**Cell classes on the final placement**

Scale bar: 20 um. Fill, decap, tap and diode cells in gray.
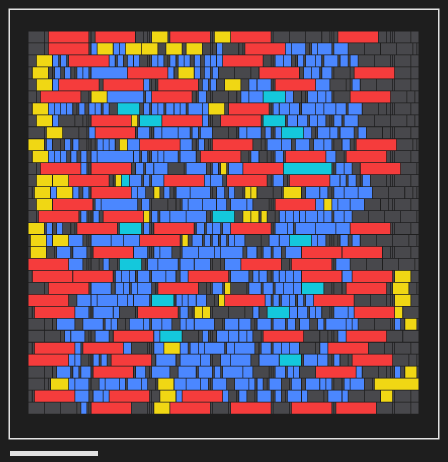
**Metal 4**

Scale bar: 20 um. Supply wires on this layer in gray. Cells faint in the background.
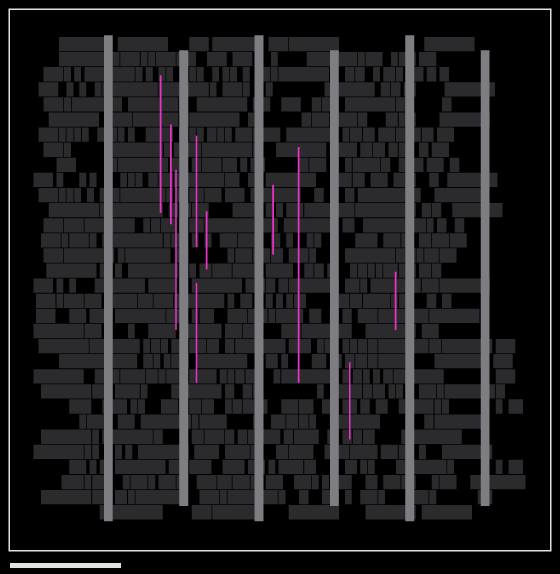
**The metal 1 layer**

Supply wires on this layer in gray.
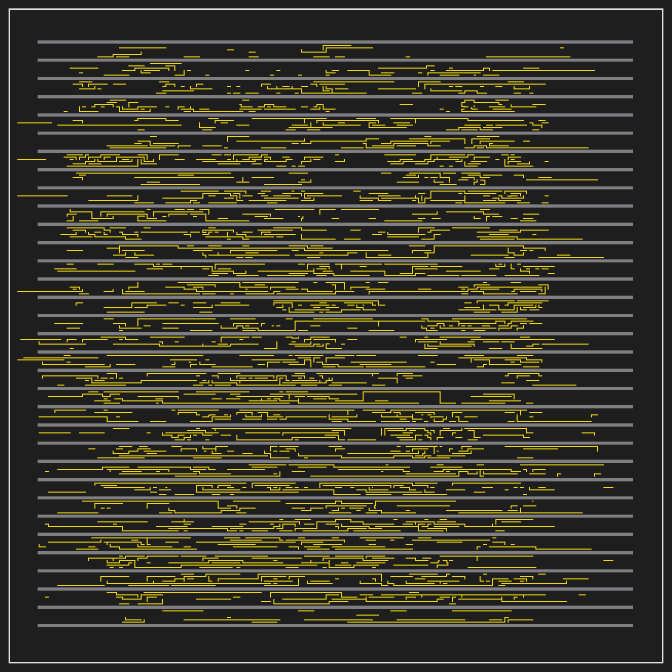
## config.mk

```make
export PLATFORM = sky130hd
export DESIGN_NAME = lcd_hd44780_frame_ctrl_flat
export DESIGN_NICKNAME = d
export VERILOG_FILES = /design/src/rtl/lcd_hd44780_frame_ctrl_if.sv /design/src/rtl/lcd_hd44780_frame_ctrl.sv /design/src/flat_wrapper.sv
export SDC_FILE = /design/constraint.sdc
export NUM_CORES = 1
export LEC_CHECK = 0
export CORE_MARGIN = 4
export CORE_UTILIZATION = 60
export DETAILED_ROUTE_END_ITERATION = 16
export GPL_TIMING_DRIVEN = 0
export MAX_ROUTING_LAYER = met4
export PLACE_DENSITY = 0.82
export SYNTH_ARGS = -nofsm -noshare
export SYNTH_HDL_FRONTEND = slang
export SYNTH_SLANG_ARGS = --single-unit
export TNS_END_PERCENT = 1
```

## constraint.sdc

```tcl
create_clock -name clk -period 6.5 [get_ports clk]
set_input_delay 0.975 -clock clk [delete_from_list [all_inputs] [get_ports clk]]
set_output_delay 0.975 -clock clk [all_outputs]
set_load 0.02 [all_outputs]
```

## src/rtl/lcd_hd44780_frame_ctrl_if.sv

```systemverilog
// Bundle between the time counters, the HD44780 frame controller and the LCD pins.
//   digits     : BCD digits to display, digit N_DIGITS-1 leftmost in [4*N_DIGITS-1 -: 4]
//   lcd_data   : LCD DB7..DB0
//   lcd_e      : LCD enable strobe
//   lcd_rs     : 0 = command, 1 = data
//   lcd_rw     : read/write select, always write
//   init_done  : power-up init sequence complete
//   frame_done : one-cycle pulse on the E falling edge of a frame's last character
// master: the controller side (drives the LCD pins and status).
// slave : the environment side (drives digits, observes pins and status).
interface lcd_hd44780_frame_ctrl_if #(
  parameter int unsigned N_DIGITS = 6
);
  logic [4*N_DIGITS-1:0] digits;
  logic [7:0]            lcd_data;
  logic                  lcd_e;
  logic                  lcd_rs;
  logic                  lcd_rw;
  logic                  init_done;
  logic                  frame_done;

  modport master (
    input  digits,
    output lcd_data,
    output lcd_e,
    output lcd_rs,
    output lcd_rw,
    output init_done,
    output frame_done
  );

  modport slave (
    output digits,
    input  lcd_data,
    input  lcd_e,
    input  lcd_rs,
    input  lcd_rw,
    input  init_done,
    input  frame_done
  );
endinterface

```

## src/rtl/lcd_hd44780_frame_ctrl.sv

```systemverilog
// HD44780 8-bit write-only controller for the stopwatch/clock display.
// Runs the power-up init sequence (0x38,0x38,0x06,0x0C,0x01), then refreshes an
// N-digit BCD field with ':' separators at a fixed minimum frame period.
// Each frame snapshots the digits, writes 0x80 (DDRAM home), then the characters.
//
// Ports:
//   clk    : system clock, rising edge
//   rst_n  : asynchronous active-low reset
//   bus    : lcd_hd44780_frame_ctrl_if.master
//            (digits in; lcd_data, lcd_e, lcd_rs, lcd_rw, init_done, frame_done out)
//
// Build option:
//   LCD_LZB_EN : when defined, leading zeros are written as spaces (digit 0 never
//                blanked, '-' counts as nonzero). When undefined, every digit goes
//                through the plain glyph map.
module lcd_hd44780_frame_ctrl #(
  parameter int unsigned         CLK_HZ      = 50_000_000,
  parameter int unsigned         N_DIGITS    = 6,
  parameter logic [N_DIGITS-1:0] SEP_MASK    = 6'b010100,
  parameter logic [7:0]          SEP_CHAR    = 8'h3A,
  parameter int unsigned         T_PWRUP_US  = 20000,
  parameter int unsigned         T_CMD_US    = 40,
  parameter int unsigned         T_CLR_US    = 1640,
  parameter int unsigned         REFRESH_US  = 10000,
  parameter int unsigned         SETUP_CYC   = 4,
  parameter int unsigned         E_PULSE_CYC = 12
) (
  input  logic                        clk,
  input  logic                        rst_n,
  lcd_hd44780_frame_ctrl_if.master    bus
);

  // Microseconds to clock cycles, computed in 64 bits to avoid overflow.
  function automatic int unsigned us2cyc(input int unsigned us, input int unsigned hz);
    longint unsigned c;
    c = (64'(us) * 64'(hz)) / 64'd1_000_000;
    return 32'(c);
  endfunction

  function automatic int unsigned max2(input int unsigned a, input int unsigned b);
    return (a > b) ? a : b;
  endfunction

  // Terminal count for an N-cycle wait (timers start at 0).
  function automatic int unsigned cyc_last(input int unsigned n);
    return (n == 0) ? 0 : n - 1;
  endfunction

  localparam int unsigned PWRUP_CYC = us2cyc(T_PWRUP_US, CLK_HZ);
  localparam int unsigned CMD_CYC   = us2cyc(T_CMD_US, CLK_HZ);
  localparam int unsigned CLR_CYC   = us2cyc(T_CLR_US, CLK_HZ);
  localparam int unsigned REF_CYC   = us2cyc(REFRESH_US, CLK_HZ);
  localparam int unsigned MAX_CYC   = max2(max2(max2(PWRUP_CYC, CMD_CYC), max2(CLR_CYC, REF_CYC)),
                                           max2(SETUP_CYC, E_PULSE_CYC));
  localparam int unsigned TW        = $clog2(MAX_CYC + 1);
  localparam int unsigned DIW       = (N_DIGITS > 1) ? $clog2(N_DIGITS) : 1;
  localparam int unsigned BW        = 4 * N_DIGITS;

  localparam logic [TW-1:0] PWRUP_LAST = TW'(cyc_last(PWRUP_CYC));
  localparam logic [TW-1:0] CMD_LAST   = TW'(cyc_last(CMD_CYC));
  localparam logic [TW-1:0] CLR_LAST   = TW'(cyc_last(CLR_CYC));
  localparam logic [TW-1:0] REF_LAST   = TW'(cyc_last(REF_CYC));
  localparam logic [TW-1:0] SETUP_LAST = TW'(cyc_last(SETUP_CYC));
  localparam logic [TW-1:0] PULSE_LAST = TW'(cyc_last(E_PULSE_CYC));

  typedef enum logic [1:0] {
    S_PWRUP,
    S_INIT,
    S_IDLE,
    S_FRAME
  } state_e;

  // Phases of one LCD write: data stable with E low, E high, post-write wait.
  typedef enum logic [1:0] {
    P_SETUP,
    P_PULSE,
    P_WAIT
  } phase_e;

  // Init command list, indexed by position in the sequence.
  function automatic logic [7:0] init_cmd(input logic [2:0] idx);
    logic [7:0] c;
    case (idx)
      3'd0:    c = 8'h38;
      3'd1:    c = 8'h38;
      3'd2:    c = 8'h06;
      3'd3:    c = 8'h0C;
      default: c = 8'h01;
    endcase
    return c;
  endfunction

  // BCD nibble to character: 0..9 as ASCII digits, anything else as '-'.
  function automatic logic [7:0] glyph(input logic [3:0] n);
    return (n <= 4'd9) ? {4'h3, n} : 8'h2D;
  endfunction

  state_e          state_q, state_d;
  phase_e          phase_q, phase_d;
  logic [TW-1:0]   tmr_q, tmr_d;
  logic [TW-1:0]   ref_q, ref_d;
  logic [2:0]      init_idx_q, init_idx_d;
  logic [DIW-1:0]  dig_q, dig_d;
  logic            sep_next_q, sep_next_d;
  logic            last_q, last_d;
  logic [BW-1:0]   snap_q, snap_d;
  logic [7:0]      lcd_data_q, lcd_data_d;
  logic            lcd_rs_q, lcd_rs_d;
  logic            lcd_e_q, lcd_e_d;
  logic            init_done_q, init_done_d;
  logic            frame_done_q, frame_done_d;
`ifdef LCD_LZB_EN
  logic            seen_nz_q, seen_nz_d;
  logic            blank_c;
`endif

  logic            wr_start_c;
  logic [7:0]      wr_data_c;
  logic            wr_rs_c;
  logic [TW-1:0]   wait_last_c;
  logic [3:0]      nib_c;
  logic [7:0]      dig_char_c;

  // Post-write wait is the long clear-display wait only after command 0x01.
  assign wait_last_c = (!lcd_rs_q && (lcd_data_q == 8'h01)) ? CLR_LAST : CMD_LAST;

  // Character for the digit currently pointed at, taken from the frame snapshot.
  assign nib_c = snap_q[{dig_q, 2'b00} +: 4];

`ifdef LCD_LZB_EN
  // Blank a zero while no nonzero digit has been written yet; digit 0 always shows.
  assign blank_c    = !seen_nz_q && (nib_c == 4'd0) && (dig_q != '0);
  assign dig_char_c = blank_c ? 8'h20 : glyph(nib_c);
`else
  assign dig_char_c = glyph(nib_c);
`endif

  // State register.
  always_ff @(posedge clk or negedge rst_n) begin
    if (!rst_n) begin
      state_q      <= S_PWRUP;
      phase_q      <= P_SETUP;
      tmr_q        <= '0;
      ref_q        <= '0;
      init_idx_q   <= '0;
      dig_q        <= '0;
      sep_next_q   <= 1'b0;
      last_q       <= 1'b0;
      snap_q       <= '0;
      lcd_data_q   <= '0;
      lcd_rs_q     <= 1'b0;
      lcd_e_q      <= 1'b0;
      init_done_q  <= 1'b0;
      frame_done_q <= 1'b0;
`ifdef LCD_LZB_EN
      seen_nz_q    <= 1'b0;
`endif
    end else begin
      state_q      <= state_d;
      phase_q      <= phase_d;
      tmr_q        <= tmr_d;
      ref_q        <= ref_d;
      init_idx_q   <= init_idx_d;
      dig_q        <= dig_d;
      sep_next_q   <= sep_next_d;
      last_q       <= last_d;
      snap_q       <= snap_d;
      lcd_data_q   <= lcd_data_d;
      lcd_rs_q     <= lcd_rs_d;
      lcd_e_q      <= lcd_e_d;
      init_done_q  <= init_done_d;
      frame_done_q <= frame_done_d;
`ifdef LCD_LZB_EN
      seen_nz_q    <= seen_nz_d;
`endif
    end
  end

  // Next-state and output logic.
  always_comb begin
    state_d      = state_q;
    phase_d      = phase_q;
    tmr_d        = tmr_q + TW'(1);
    // Refresh timer saturates at its terminal count, so it never wraps.
    ref_d        = (ref_q >= REF_LAST) ? ref_q : ref_q + TW'(1);
    init_idx_d   = init_idx_q;
    dig_d        = dig_q;
    sep_next_d   = sep_next_q;
    last_d       = last_q;
    snap_d       = snap_q;
    lcd_data_d   = lcd_data_q;
    lcd_rs_d     = lcd_rs_q;
    lcd_e_d      = lcd_e_q;
    init_done_d  = init_done_q;
    frame_done_d = 1'b0;
`ifdef LCD_LZB_EN
    seen_nz_d    = seen_nz_q;
`endif
    wr_start_c   = 1'b0;
    wr_data_c    = '0;
    wr_rs_c      = 1'b0;

    case (state_q)
      S_PWRUP: begin
        if (tmr_q >= PWRUP_LAST) begin
          state_d    = S_INIT;
          init_idx_d = '0;
          wr_start_c = 1'b1;
          wr_data_c  = init_cmd(3'd0);
        end
      end

      S_IDLE: begin
        tmr_d = '0;
        // Frame start: snapshot digits, restart the period, write DDRAM home.
        if (ref_q >= REF_LAST) begin
          state_d    = S_FRAME;
          ref_d      = '0;
          snap_d     = bus.digits;
          dig_d      = DIW'(N_DIGITS - 1);
          sep_next_d = 1'b0;
          last_d     = 1'b0;
`ifdef LCD_LZB_EN
          seen_nz_d  = 1'b0;
`endif
          wr_start_c = 1'b1;
          wr_data_c  = 8'h80;
        end
      end

      S_INIT, S_FRAME: begin
        case (phase_q)
          P_SETUP: begin
            if (tmr_q >= SETUP_LAST) begin
              phase_d = P_PULSE;
              tmr_d   = '0;
              lcd_e_d = 1'b1;
            end
          end

          P_PULSE: begin
            if (tmr_q >= PULSE_LAST) begin
              phase_d      = P_WAIT;
              tmr_d        = '0;
              lcd_e_d      = 1'b0;
              frame_done_d = (state_q == S_FRAME) && last_q;
            end
          end

          P_WAIT: begin
            if (tmr_q >= wait_last_c) begin
              if (state_q == S_INIT) begin
                if (init_idx_q == 3'd4) begin
                  state_d     = S_IDLE;
                  init_done_d = 1'b1;
                  // First frame follows init without waiting a full period.
                  ref_d       = REF_LAST;
                end else begin
                  init_idx_d = init_idx_q + 3'd1;
                  wr_start_c = 1'b1;
                  wr_data_c  = init_cmd(init_idx_q + 3'd1);
                end
              end else if (last_q) begin
                state_d = S_IDLE;
              end else if (sep_next_q) begin
                sep_next_d = 1'b0;
                wr_start_c = 1'b1;
                wr_rs_c    = 1'b1;
                wr_data_c  = SEP_CHAR;
              end else begin
                // Digit write; a separator follows if this digit's mask bit is set.
                sep_next_d = (dig_q != '0) && SEP_MASK[dig_q];
                last_d     = (dig_q == '0);
                if (dig_q != '0) begin
                  dig_d = dig_q - DIW'(1);
                end
`ifdef LCD_LZB_EN
                if (nib_c != 4'd0) begin
                  seen_nz_d = 1'b1;
                end
`endif
                wr_start_c = 1'b1;
                wr_rs_c    = 1'b1;
                wr_data_c  = dig_char_c;
              end
            end
          end

          default: begin
            phase_d = P_SETUP;
          end
        endcase
      end

      default: begin
        state_d = S_PWRUP;
      end
    endcase

    // Loading a write: data/RS change here and hold until the next load.
    if (wr_start_c) begin
      phase_d    = P_SETUP;
      tmr_d      = '0;
      lcd_data_d = wr_data_c;
      lcd_rs_d   = wr_rs_c;
    end
  end

  assign bus.lcd_data   = lcd_data_q;
  assign bus.lcd_rs     = lcd_rs_q;
  assign bus.lcd_e      = lcd_e_q;
  assign bus.lcd_rw     = 1'b0;
  assign bus.init_done  = init_done_q;
  assign bus.frame_done = frame_done_q;

endmodule

```

## src/flat_wrapper.sv

```systemverilog
// flat-port wrapper written by rule: the top's interface ports become plain ports
module lcd_hd44780_frame_ctrl_flat 
#(
  parameter int unsigned         CLK_HZ      = 50_000_000,
  parameter int unsigned         N_DIGITS    = 6,
  parameter logic [N_DIGITS-1:0] SEP_MASK    = 6'b010100,
  parameter logic [7:0]          SEP_CHAR    = 8'h3A,
  parameter int unsigned         T_PWRUP_US  = 20000,
  parameter int unsigned         T_CMD_US    = 40,
  parameter int unsigned         T_CLR_US    = 1640,
  parameter int unsigned         REFRESH_US  = 10000,
  parameter int unsigned         SETUP_CYC   = 4,
  parameter int unsigned         E_PULSE_CYC = 12
)
  (clk, rst_n, bus_digits, bus_lcd_data, bus_lcd_e, bus_lcd_rs, bus_lcd_rw, bus_init_done, bus_frame_done);
  lcd_hd44780_frame_ctrl_if #(.N_DIGITS(N_DIGITS)) bus_i ();
  input  logic clk;
  input  logic rst_n;
  input wire logic [$bits(bus_i.digits)-1:0] bus_digits;
  output wire logic [$bits(bus_i.lcd_data)-1:0] bus_lcd_data;
  output wire logic [$bits(bus_i.lcd_e)-1:0] bus_lcd_e;
  output wire logic [$bits(bus_i.lcd_rs)-1:0] bus_lcd_rs;
  output wire logic [$bits(bus_i.lcd_rw)-1:0] bus_lcd_rw;
  output wire logic [$bits(bus_i.init_done)-1:0] bus_init_done;
  output wire logic [$bits(bus_i.frame_done)-1:0] bus_frame_done;
  assign bus_i.digits = bus_digits;
  assign bus_lcd_data = bus_i.lcd_data;
  assign bus_lcd_e = bus_i.lcd_e;
  assign bus_lcd_rs = bus_i.lcd_rs;
  assign bus_lcd_rw = bus_i.lcd_rw;
  assign bus_init_done = bus_i.init_done;
  assign bus_frame_done = bus_i.frame_done;
  lcd_hd44780_frame_ctrl #(.CLK_HZ(CLK_HZ), .N_DIGITS(N_DIGITS), .SEP_MASK(SEP_MASK), .SEP_CHAR(SEP_CHAR), .T_PWRUP_US(T_PWRUP_US), .T_CMD_US(T_CMD_US), .T_CLR_US(T_CLR_US), .REFRESH_US(REFRESH_US), .SETUP_CYC(SETUP_CYC), .E_PULSE_CYC(E_PULSE_CYC)) u_core (.clk(clk), .rst_n(rst_n), .bus(bus_i));
endmodule
```

==> changes_impl.md <==
### Implementation results

- CTS clock-pin slew for the worst setup and hold paths: 0.08 ns
- Hold slack: 0.4704 ns
- Latency at later pin: 0.36 ns
- Port bufs: 36
- EDFF count, synth: 0
- Vias in the first global route: 3950
- Final #Nets: 613
- WL met1: 4.976 mm
- CP startpoint kind: register
- Layout Skew: 0.01061 ns
- Wirelength per Cell: 16.06 um
- Hold Buf Count CTS: 0
- All-Layer GR Usage: 24.89%
- Setup violations, final: 0
- Starting DRT DRC Count: 328
- Avg Cell Area, Syn: 9.174 um^2
- Post-synth ARST share: 100.0%
- GR peak layer: met2
- Met2 wire len: 5.078 mm
- Met2 global-route usage: 38.43%
- Worst-margin pin slew: 0.9006 ns
- DPL Wire Length: 7.760 mm
- CTS tree: yes
- Worst path max stage delay: 0.56 ns
- Highest metal used: met4
- Cell Area, Synth: 0.004780 mm^2
- Status: complete, no violations
- First-pass DRT Iterations: 7
- Final hold violation count: 0
- Ys cells: 521
- Area grow syn2layout: 15.58%
- Clock share of power: 42.5%
- Peak supply drop: 0.1168 mV
- Seq pwr share: 54.6%
- Final worst-path cycle share: 50.71%
- Crit path time final: 3.296 ns
- Postcts setup bufs: 0
- Ys flop type: dfrtp_1
- RSZ-0062 raised after global routing: false
- First-pass GRT wire length: 18.94 mm
- Clk root buf: clkbuf_8
- H-tree levels: 3
- Fmax: 0.3034 GHz
- Number of nets with antenna violations after routing: 0
- Worst EP required: 6.71 ns
- CTS Buffer Depth: 2
- Total Power: 0.9899 mW
- Share of layout cells above drive strength 1: 8.000%
- Post-Synthesis Cells: 521
- Setup crit end kind: register
- Wire length on met3: 621 um
- Synth Seq Share: 45.55%
- ANT cells: 0
- Final Wtd Congestion: 0.9538
- Lkg Pwr: 2.429 nW
- OpenROAD warnings: 31
- Largest net degree at the start of global routing: 65
- Post-CTS sizing: 0
- Pre-Place Util: 61.85%
- Combinational share of power: 2.9%
- Synthesis area per yosys: 0.004780 mm^2
- Initial antenna violation count: 0
- Yosys warns: 0
## Picture notes: 'cell classes on the final placement'
- blue: combinational and other logic (cells 413)
- cyan: clock drivers and dummy loads (cells 16)
- yellow: remaining buffers and delay cells (cells 59)
- red: sequential cells (cells 87)
Finished Core Util: 71.49%
core box area: 0.007727 mm^2

## Picture notes: 'metal 4'
- longest straight run: 42.2 um
- nets with wire on the layer: 7
- share of all routed wire: 1.8%
- wire length on this layer: 197 um
- main direction: vertical
total vias in the final route: 4009
WL final: 10.87 mm

## Picture notes: 'the metal 1 layer'
- main direction: horizontal
- nets with wire on the layer: 554
GR Util met1: 34.49%

cell families (layout without fill, tap and decap cells):
group	count (synthesis)	after routing	share of synthesized area [%]
simple gates	256	256	25.73
flops	87	87	45.55
compound gates	83	83	12.12
buf+inv	38	91	3.639
xor+xnor	31	31	5.681
fa+ha+maj	18	18	4.660
mux	7	7	2.539
other cells	1	2	0.07846
worst paths after layout:
| kind | start | end | slack (ns) | cells after the start |
|---|---|---|---|---|
| worst min register to register | u_core.tmr_q[0] | u_core.tmr_q[0] | 0.47 | 1 |
| worst max-delay path | u_core.bus.lcd_data[1] | u_core.ref_q[11] | 3.20 | 9 |
| min in group asynchronous | rst_n | u_core.tmr_q[4] | 0.51 | 1 |
| worst max register to register | u_core.bus.lcd_data[1] | u_core.ref_q[11] | 3.20 | 9 |
| worst min-delay path | u_core.tmr_q[0] | u_core.tmr_q[0] | 0.47 | 1 |
| max in group asynchronous | rst_n | u_core.snap_q[11] | 5.37 | 2 |
power groups by stage:
stage	sequential (mW)	combinational [mW]	clock, mW
final	0.541	0.0291	0.420
after global routing	0.541	0.0327	0.449
after CTS	0.541	0.0300	0.424
after detailed placement	0.551	0.0300	0
after global placement	0.552	0.0276	0
after floorplan	0.552	0.00209	0
through the flow:
step	setup WS (ns)	area, um^2	instances
final	3.204	5524	677
after global routing	2.905	5524	677
after CTS	3.182	5524	677
after detailed placement	3.223	5296	661
after global placement	1.364	5271	660
after floorplan	3.645	4783	522
flip-flops by register name, indices dropped and copies added (netlist names):
register / flops
u_core.tmr_q: 20
u_core.dig_q: 3
u_core.bus.frame_done: 1
u_core.last_q: 1
u_core.bus.lcd_rs: 1
u_core.init_idx_q: 3
u_core.snap_q: 24
u_core.ref_q: 20
u_core.bus.lcd_data: 7
u_core.bus.init_done: 1
u_core.bus.lcd_e: 1
u_core.phase_q: 2
u_core.state_q: 2
u_core.sep_next_q: 1
final cells by class:
cell class | instances | area (um^2) | area share [%]
Sequential cell | 87 | 2177 | 39.41
Inverter | 16 | 60.06 | 1.087
Timing Repair Buffer | 37 | 385.4 | 6.976
Tap cell | 102 | 127.6 | 2.310
Multi-Input combinational cell | 397 | 2432 | 44.03
Clock buffer | 14 | 192.7 | 3.488
Clock inverter | 2 | 35.03 | 0.6342
Buffer | 22 | 113.9 | 2.061
cell usage in the layout (no fill, tap or decap), drive strengths merged, types with 16 or more instances in the layout:
cell type | netlist | layout
nand2 | 102 | 102
dfrtp | 87 | 87
nor2 | 53 | 53
clkdlybuf4s50 | 0 | 35
clkbuf | 11 | 25
nor3 | 20 | 20
nand3 | 19 | 19
a21oi | 19 | 19
o21ai | 18 | 18
ha | 17 | 17
inv | 16 | 16
xnor2 | 16 | 16
cells in the mapped netlist (8+ instances only):
library cell	instances	area [um^2]
nand2_1	102	382.9
dfrtp_1	87	2177
nor2_1	52	195.2
a21oi_1	19	95.09
nand3_1	19	95.09
nor3_1	18	90.09
ha_1	17	212.7
o21ai_0	17	85.08
inv_1	16	60.06
xnor2_1	16	140.1
xor2_1	15	131.4
clkbuf_1	10	37.54
and3_1	9	56.30
nand4_1	9	56.30
nor4_1	8	50.05
Power is estimated from default activity; no workload was simulated.
